==> images/wires.png <==
Scale: 8 px per µm.
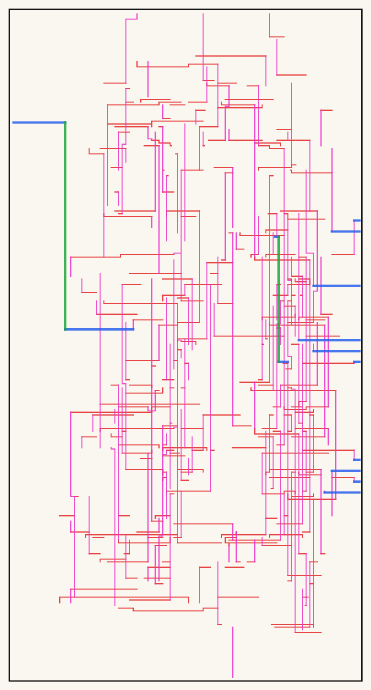
==> images/power_grid.png <==
Scale: 6 px per µm. Pins as bars on the die edge. Tap cells in grey.
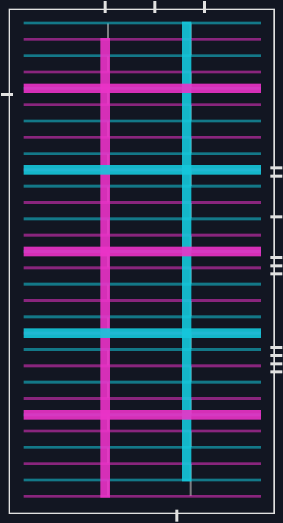
==> images/clocks.png <==
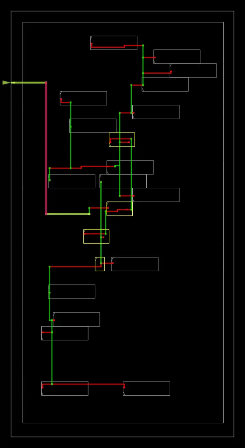
==> images/sizes.png <==
Scale: 6 px per µm.
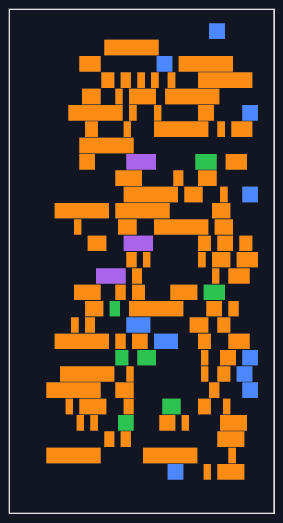
==> images/flops_by_reg.png <==
Scale: 8 px per µm.
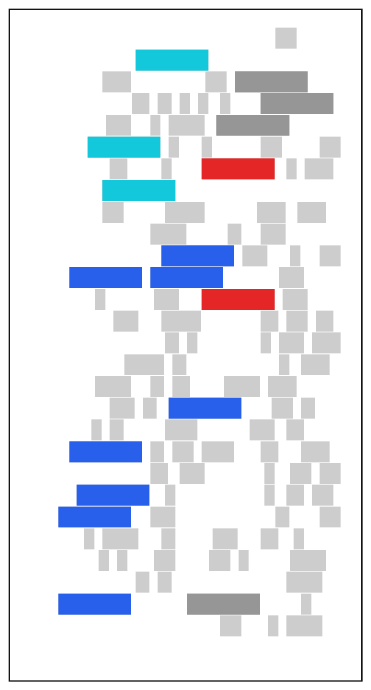
$ cat config.mk
export PLATFORM = sky130hd
export DESIGN_NAME = mem_port_sched_flat
export DESIGN_NICKNAME = d
export VERILOG_FILES = /design/src/rtl/mem_port_sched_if.sv /design/src/rtl/mem_port_sched.sv /design/src/flat_wrapper.sv
export SDC_FILE = /design/constraint.sdc
export NUM_CORES = 1
export LEC_CHECK = 0
export CAP_MARGIN = 5
export CELL_PAD_IN_SITES_DETAIL_PLACEMENT = 1
export CELL_PAD_IN_SITES_GLOBAL_PLACEMENT = 2
export CORE_ASPECT_RATIO = 2
export CORE_MARGIN = 2
export CORE_UTILIZATION = 30
export DETAILED_ROUTE_END_ITERATION = 12
export PLACE_DENSITY = 0.76
export REMOVE_ABC_BUFFERS = 1
export SLEW_MARGIN = 20
export SYNTH_ARGS = -nofsm -noshare
export SYNTH_HDL_FRONTEND = slang
export SYNTH_SLANG_ARGS = --single-unit
$ cat constraint.sdc
create_clock -name clock -period 2.9 [get_ports clock]
set_clock_uncertainty 0.15 [all_clocks]
set_input_delay 0.29 -clock clock [delete_from_list [all_inputs] [get_ports clock]]
set_output_delay 0.29 -clock clock [all_outputs]
set_load 0.1 [all_outputs]
$ cat src/rtl/mem_port_sched_if.sv
// Bundle of request, memory handshake and pipeline control signals shared
// between the processor pipeline/memory (master) and the memory port
// scheduler (slave).
`timescale 1ns/1ps

interface mem_port_sched_if;
  logic fetch_req;
  logic data_rd;
  logic data_wr;
  logic branchctrl;
  logic mem_ready;
  logic mem_en;
  logic mem_sel;
  logic mem_we;
  logic if_valid;
  logic data_done;
  logic stall;
  logic flush;
  logic err;

  modport master (
    output fetch_req, data_rd, data_wr, branchctrl, mem_ready,
    input  mem_en, mem_sel, mem_we, if_valid, data_done, stall, flush, err
  );

  modport slave (
    input  fetch_req, data_rd, data_wr, branchctrl, mem_ready,
    output mem_en, mem_sel, mem_we, if_valid, data_done, stall, flush, err
  );
endinterface

$ cat src/rtl/mem_port_sched.sv
// Arbitrates the single shared memory port between instruction fetch and
// ldr/str data accesses. Data normally wins, but a fairness bit hands the
// port to fetch right after a data access so fetch cannot be starved.
// Also generates the pipeline freeze (stall) and the post-branch squash
// (flush), and flags a sticky error when memory never answers.
`timescale 1ns/1ps

module mem_port_sched #(
  parameter int FLUSH_CYCLES = 2,
  parameter int WAIT_MAX     = 15
) (
  input logic            clock,
  input logic            reset,
  mem_port_sched_if.slave bus
);

  typedef enum logic [1:0] {
    IDLE,
    FETCH,
    DATA
  } state_t;

  state_t     state;
  logic       fair;
  logic [7:0] wait_cnt;
  logic [2:0] flush_cnt;
  logic       if_valid_q;
  logic       data_done_q;
  logic       err_q;
  logic       data_req;
  logic       flush_active;
  logic       timeout;

  assign data_req     = bus.data_rd | bus.data_wr;
  assign flush_active = (flush_cnt != 3'd0);
  assign timeout      = !bus.mem_ready && (wait_cnt == 8'(WAIT_MAX - 1));

  // Port arbitration FSM with registered done/valid pulses, fairness bit and timeout
  always_ff @(posedge clock or posedge reset) begin
    if (reset) begin
      state       <= IDLE;
      fair        <= 1'b0;
      wait_cnt    <= 8'd0;
      if_valid_q  <= 1'b0;
      data_done_q <= 1'b0;
      err_q       <= 1'b0;
    end else begin
      if_valid_q  <= 1'b0;
      data_done_q <= 1'b0;
      case (state)
        IDLE: begin
          wait_cnt <= 8'd0;
          if (fair && bus.fetch_req) begin
            state <= FETCH;
          end else if (data_req) begin
            state <= DATA;
          end else if (bus.fetch_req) begin
            state <= FETCH;
          end
        end
        FETCH: begin
          if (bus.mem_ready) begin
            wait_cnt   <= 8'd0;
            if_valid_q <= !flush_active;
            fair       <= 1'b0;
            if (data_req) begin
              state <= DATA;
            end else if (bus.fetch_req) begin
              state <= FETCH;
            end else begin
              state <= IDLE;
            end
          end else if (timeout) begin
            err_q    <= 1'b1;
            wait_cnt <= 8'd0;
            state    <= IDLE;
          end else begin
            wait_cnt <= wait_cnt + 8'd1;
          end
        end
        DATA: begin
          if (bus.mem_ready) begin
            wait_cnt    <= 8'd0;
            data_done_q <= 1'b1;
            fair        <= 1'b1;
            if (bus.fetch_req) begin
              state <= FETCH;
            end else begin
              state <= IDLE;
            end
          end else if (timeout) begin
            err_q    <= 1'b1;
            wait_cnt <= 8'd0;
            state    <= IDLE;
          end else begin
            wait_cnt <= wait_cnt + 8'd1;
          end
        end
        default: begin
          state    <= IDLE;
          wait_cnt <= 8'd0;
        end
      endcase
    end
  end

  // Squash window after a taken branch; a new branch restarts the window
  always_ff @(posedge clock or posedge reset) begin
    if (reset) begin
      flush_cnt <= 3'd0;
    end else if (!bus.branchctrl) begin
      flush_cnt <= 3'(FLUSH_CYCLES);
    end else if (flush_active) begin
      flush_cnt <= flush_cnt - 3'd1;
    end
  end

  // Memory strobes and pipeline freeze decoded from state and live requests
  always_comb begin
    bus.mem_en  = 1'b0;
    bus.mem_sel = 1'b0;
    bus.mem_we  = 1'b0;
    bus.stall   = 1'b0;
    case (state)
      FETCH: begin
        bus.mem_en = 1'b1;
        bus.stall  = data_req;
      end
      DATA: begin
        bus.mem_en  = 1'b1;
        bus.mem_sel = 1'b1;
        bus.mem_we  = bus.data_wr;
        bus.stall   = !bus.mem_ready;
      end
      default: begin
        bus.mem_en = 1'b0;
      end
    endcase
  end

  assign bus.if_valid  = if_valid_q;
  assign bus.data_done = data_done_q;
  assign bus.err       = err_q;
  assign bus.flush     = flush_active;

endmodule

$ cat src/flat_wrapper.sv
// flat-port wrapper written by rule: the top's interface ports become plain ports
module mem_port_sched_flat 
#(
  parameter int FLUSH_CYCLES = 2,
  parameter int WAIT_MAX     = 15
)
  (clock, reset, bus_fetch_req, bus_data_rd, bus_data_wr, bus_branchctrl, bus_mem_ready, bus_mem_en, bus_mem_sel, bus_mem_we, bus_if_valid, bus_data_done, bus_stall, bus_flush, bus_err);
  mem_port_sched_if bus_i ();
  input logic clock;
  input logic reset;
  input wire logic [$bits(bus_i.fetch_req)-1:0] bus_fetch_req;
  input wire logic [$bits(bus_i.data_rd)-1:0] bus_data_rd;
  input wire logic [$bits(bus_i.data_wr)-1:0] bus_data_wr;
  input wire logic [$bits(bus_i.branchctrl)-1:0] bus_branchctrl;
  input wire logic [$bits(bus_i.mem_ready)-1:0] bus_mem_ready;
  output wire logic [$bits(bus_i.mem_en)-1:0] bus_mem_en;
  output wire logic [$bits(bus_i.mem_sel)-1:0] bus_mem_sel;
  output wire logic [$bits(bus_i.mem_we)-1:0] bus_mem_we;
  output wire logic [$bits(bus_i.if_valid)-1:0] bus_if_valid;
  output wire logic [$bits(bus_i.data_done)-1:0] bus_data_done;
  output wire logic [$bits(bus_i.stall)-1:0] bus_stall;
  output wire logic [$bits(bus_i.flush)-1:0] bus_flush;
  output wire logic [$bits(bus_i.err)-1:0] bus_err;
  assign bus_i.fetch_req = bus_fetch_req;
  assign bus_i.data_rd = bus_data_rd;
  assign bus_i.data_wr = bus_data_wr;
  assign bus_i.branchctrl = bus_branchctrl;
  assign bus_i.mem_ready = bus_mem_ready;
  assign bus_mem_en = bus_i.mem_en;
  assign bus_mem_sel = bus_i.mem_sel;
  assign bus_mem_we = bus_i.mem_we;
  assign bus_if_valid = bus_i.if_valid;
  assign bus_data_done = bus_i.data_done;
  assign bus_stall = bus_i.stall;
  assign bus_flush = bus_i.flush;
  assign bus_err = bus_i.err;
  mem_port_sched #(.FLUSH_CYCLES(FLUSH_CYCLES), .WAIT_MAX(WAIT_MAX)) u_core (.clock(clock), .reset(reset), .bus(bus_i));
endmodule
==> summary.txt <==
Physical design

The report lists the number of cells resized after CTS as 0. Counting tap cells, the placed design contains a total of 141 instances. The critical path ends at bus_stall. In this run the post-CTS setup repair buffer count came out at 0.

The via density per instance stands at 5.29. The floorplan die area stands at 3680 µm². The power density relative to cell area stands at 1010 nW/µm². The number of buffer cells added on primary ports stands at 14.

After clock tree synthesis, the flow added hold-fix buffers numbering 0. The registers reported with the highest flop counts are u_core.wait_cnt x8, u_core.flush_cnt x3, u_core.state x2. The compound-gate portion of the synthesized area stands at 17.6%. The total setup violations reported at the end of the flow stands at 0. Counting cells, the worst reg-to-reg path comes to 5. For the worst setup path, the data arrival time is 1630 ps.

TritonCTS built the clock tree. After synthesis, the netlist uses 34 different library cells. In this run the static leakage power is 0.526 nW. The setup slack of the worst register-to-register path stands at 1220 ps. Once the floorplan was initialized, standard cells occupied 30.6% of the core. The clock-pin slew reported for the worst setup and hold paths after clock tree synthesis stands at 70 ps. Across all stage logs, warnings added up to 29. The number of top-level pins stands at 15.

Across all checked pins, the minimum headroom to the slew limit is 56.6%. The first detailed-routing pass ran for 4 iterations. At the end of the flow, the number of nets in the layout was 130.

Yosys attributes the largest share of cell area to dfrtp_1 (45%), ha_1 (10%), inv_1 (4.3%), nor2_1 (3.1%), and2_1 (2.6%). Counting I/O delays and the setup requirement, the final critical path takes 2070 ps. The largest register by flop count is u_core.wait_cnt. The achievable clock frequency stands at 484 MHz. The wire length of the first global-routing pass stands at 3930 µm. The proportion of synthesized area in mux cells stands at 0%. According to the timing report, the critical path is launched from u_core.state[0].

The flow ran to the end, and the final reports show no timing, DRC or antenna violations. Dividing the synthesized area by the synthesized cell count gives 9.94 µm². After its last routability iteration, the placer logged a weighted congestion of 0.825. The fraction of area in multi-input gates stands at 42.1%. The warning count from the yosys run stands at 0. The number of antenna violations at the first check in global routing stands at 0.

The report shows a maximum critical-path fanout of 6. In the synthesized netlist, the dominant kind of combinational cell is simple AND/OR/NAND/NOR gates. Yosys reported that registers with async set or reset make up 100%. The slew at the pin closest to its max-slew limit stands at 651 ps.

Detailed-route iteration 0 reported a violation count of 15. The area share of buffers outside the clock network stands at 10.4%. Multi-input combinational cells in the finished layout were counted as 68. For this run the top cell type by instance count after synthesis was dfrtp_1.

Pins over their slew limit in the final report were tallied at 0. Among all flip-flop cells after synthesis, the most frequent one is dfrtp_1. For this run, the chip area from Yosys synthesis comes to 955 µm².

Sorting the synthesized cells by how often they occur yields dfrtp_1 (17), inv_1 (11), ha_1 (8), nor2_1 (8). STA classifies the critical path startpoint as a flip-flop. The number of ordinary inverters in the final layout stands at 11. The final global-route overflow total stands at 0.

The proportion of synthesized chip area in sequential cells stands at 44.6%. Looking at the reg2reg group, the worst path ends at u_core.wait_cnt[4]. Counting flops with a built-in enable in the synthesized netlist gives 0. The number of H-tree branching levels stands at 1. STA classifies the critical path endpoint as an output port.

The number of max-cap violations stands at 0. The placed wire-length estimate stands at 1760 µm. In the final design, more cell area goes to logic gates than to any other class. Synthesis inferred 17 register bits. Note that the worst hold path type here is primary input to async pin. The worst-case clock buffer depth stands at 2. Looking at the clock tree report, the root buffer type is clkbuf_8. The biggest area contributor in the post-synthesis netlist is dfrtp_1. Per the layout report, the design carries 374 filler cells. Setup repair after global routing left no endpoint under its margin. The critical path in the final layout is reported with a setup slack of 833 ps.

The share of final layout cell area taken by clock buffers and inverters stands at 3.99%. The count of unresolved DRC violations after routing stands at 0. According to the floorplan log, the row count is 29. Dividing the final minimum period by the clock period gives 71.3%. Cells with a size suffix above 1 make up 17.5% of the layout. The filler-free cell count of the finished design stands at 145. Entering global routing, the biggest net connects 18 pins.

The synthesized netlist devotes 19.4% of its cell area to simple gates. The routed length per placed instance stands at 15.1 µm. The hold violation count in the final report stands at 0.

The design draws 0.00117 W. Per the timing report, the most critical flop-to-flop path originates at u_core.wait_cnt[0]. STA on the placed design reports a worst setup slack of 992 ps. The endpoint required time on the critical path stands at 2460 ps. The flow inserted 31 tap cells.

The final antenna diode tally reported by the flow is 0. For reference, XOR and XNOR gates occupy 3.67% of the area reported after synthesis. The number of cells reported by Yosys stat comes to 96. For reference, the most critical setup path is categorized as flip-flop to output port. The fraction of the mapped netlist area in adder cells stands at 10.5%. The top cell type's share of synthesized area stands at 44.6%. The via count of the first global-routing pass stands at 875. The detail route stage leaves a number of antenna-violating nets equal to 0. The footprint of the multi-input gates stands at 488 µm².

The mapped cell area stands at 955 µm². The register with the most flip-flops in the layout has 8 of them. The tree built by TritonCTS fans out to 17 sinks. The synthesized instance count stands at 96.
Notes on wires.png above:
Key: green = metal 4 [wire length 41.5 µm]; magenta = metal 2 [wire length 1,350 µm]; red = metal 1 [wire length 754 µm]; blue = metal 3 [wire length 49.5 µm]
total global routing track utilization: 14.2%
total number of vias: 767
total wire length after detailed routing: 2190 µm

Notes on power_grid.png above:
Key: magenta = VSS; cyan = VDD
5 straps on met5. 2 straps on met4. The core has 29 rows.
Peak VDD IR: 0.502 mV
chip height: 83.8 µm
Die Wd: 43.9 µm
core box area: 3120 µm²

Notes on clocks.png above:
later-pin clock latency in the skew report: 250 ps
TritonCTS buffer count: 3
Clock buffer cells: 3
sequential cell count: 17

Notes on sizes.png above:
Key: purple = _6 and larger [cells 3]; orange = _0 and _1 cells [cells 94]; blue = _3 and _4 cells [cells 10]; green = _2 cells [cells 7]
buffers outside the clock class: 14
post-route cell area: 1160 µm²
Area growth, synth to finish: 21.5%

Notes on flops_by_reg.png above:
Key: cyan = `u_core.flush_cnt` [flops 3]; red = `u_core.state` [flops 2]; blue = `u_core.wait_cnt` [flops 8]
sequential standard cell area: 425 µm²
share of the core filled with cells: 37.2%
flip-flop and latch share of the layout cell area: 36.7%

-- stage by stage --
| step | hold WS, ps | area, µm² | TNS, ps |
|---|---|---|---|
| after floorplan | 66.1 | 955 | -1190 |
| after global placement | 291 | 1110 | 0 |
| after detailed placement | 307 | 1110 | 0 |
| after CTS | 313 | 1160 | 0 |
| after global routing | 348 | 1160 | 0 |
| final | 280 | 1160 | 0 |
-- per-layer routing --
metal	up-vias	global-route usage, %	routed length (µm)
met2	13	26.9	1350
met3	4	1.95	49
met5	-	0	0
li1	374	-	-
met1	376	13.9	753
met4	0	6.61	41
-- worst max-delay path, cell delays in order, from the launching register on --
cell and delay [ps]:
dfrtp_1 450, inv_1 120, ha_1 250, nand2_1 70
a21boi_0 170, buf_4 310
-- where the power goes --
group / internal (W) / leakage (nW) / switching (W) / total, W
clock network: 0.0000952 / 0.0255 / 0.0000804 / 0.000176
logic: 0.000194 / 0.275 / 0.000461 / 0.000655
registers: 0.000290 / 0.225 / 0.0000534 / 0.000343
total: 0.000579 / 0.526 / 0.000595 / 0.00117
-- layout by cell type (no fill, tap or decap), types with 2 or more instances in the layout --
| cell type | count |
|---|---|
| nand4b_1 | 2 |
| a31oi_1 | 2 |
| nand3_1 | 5 |
| nand2_1 | 5 |
| clkbuf_8 | 3 |
| a21oi_1 | 2 |
| dfrtp_1 | 17 |
| nor2_1 | 8 |
| buf_4 | 8 |
| xnor2_1 | 2 |
| xor2_1 | 2 |
| o21bai_1 | 2 |
| clkdlybuf4s50_1 | 6 |
| o21ai_0 | 4 |
| nor2b_1 | 2 |
| ha_1 | 8 |
| inv_1 | 11 |
| and2_1 | 4 |
| a21o_1 | 2 |
No activity file was given, so power comes from the tool's default toggle rates.
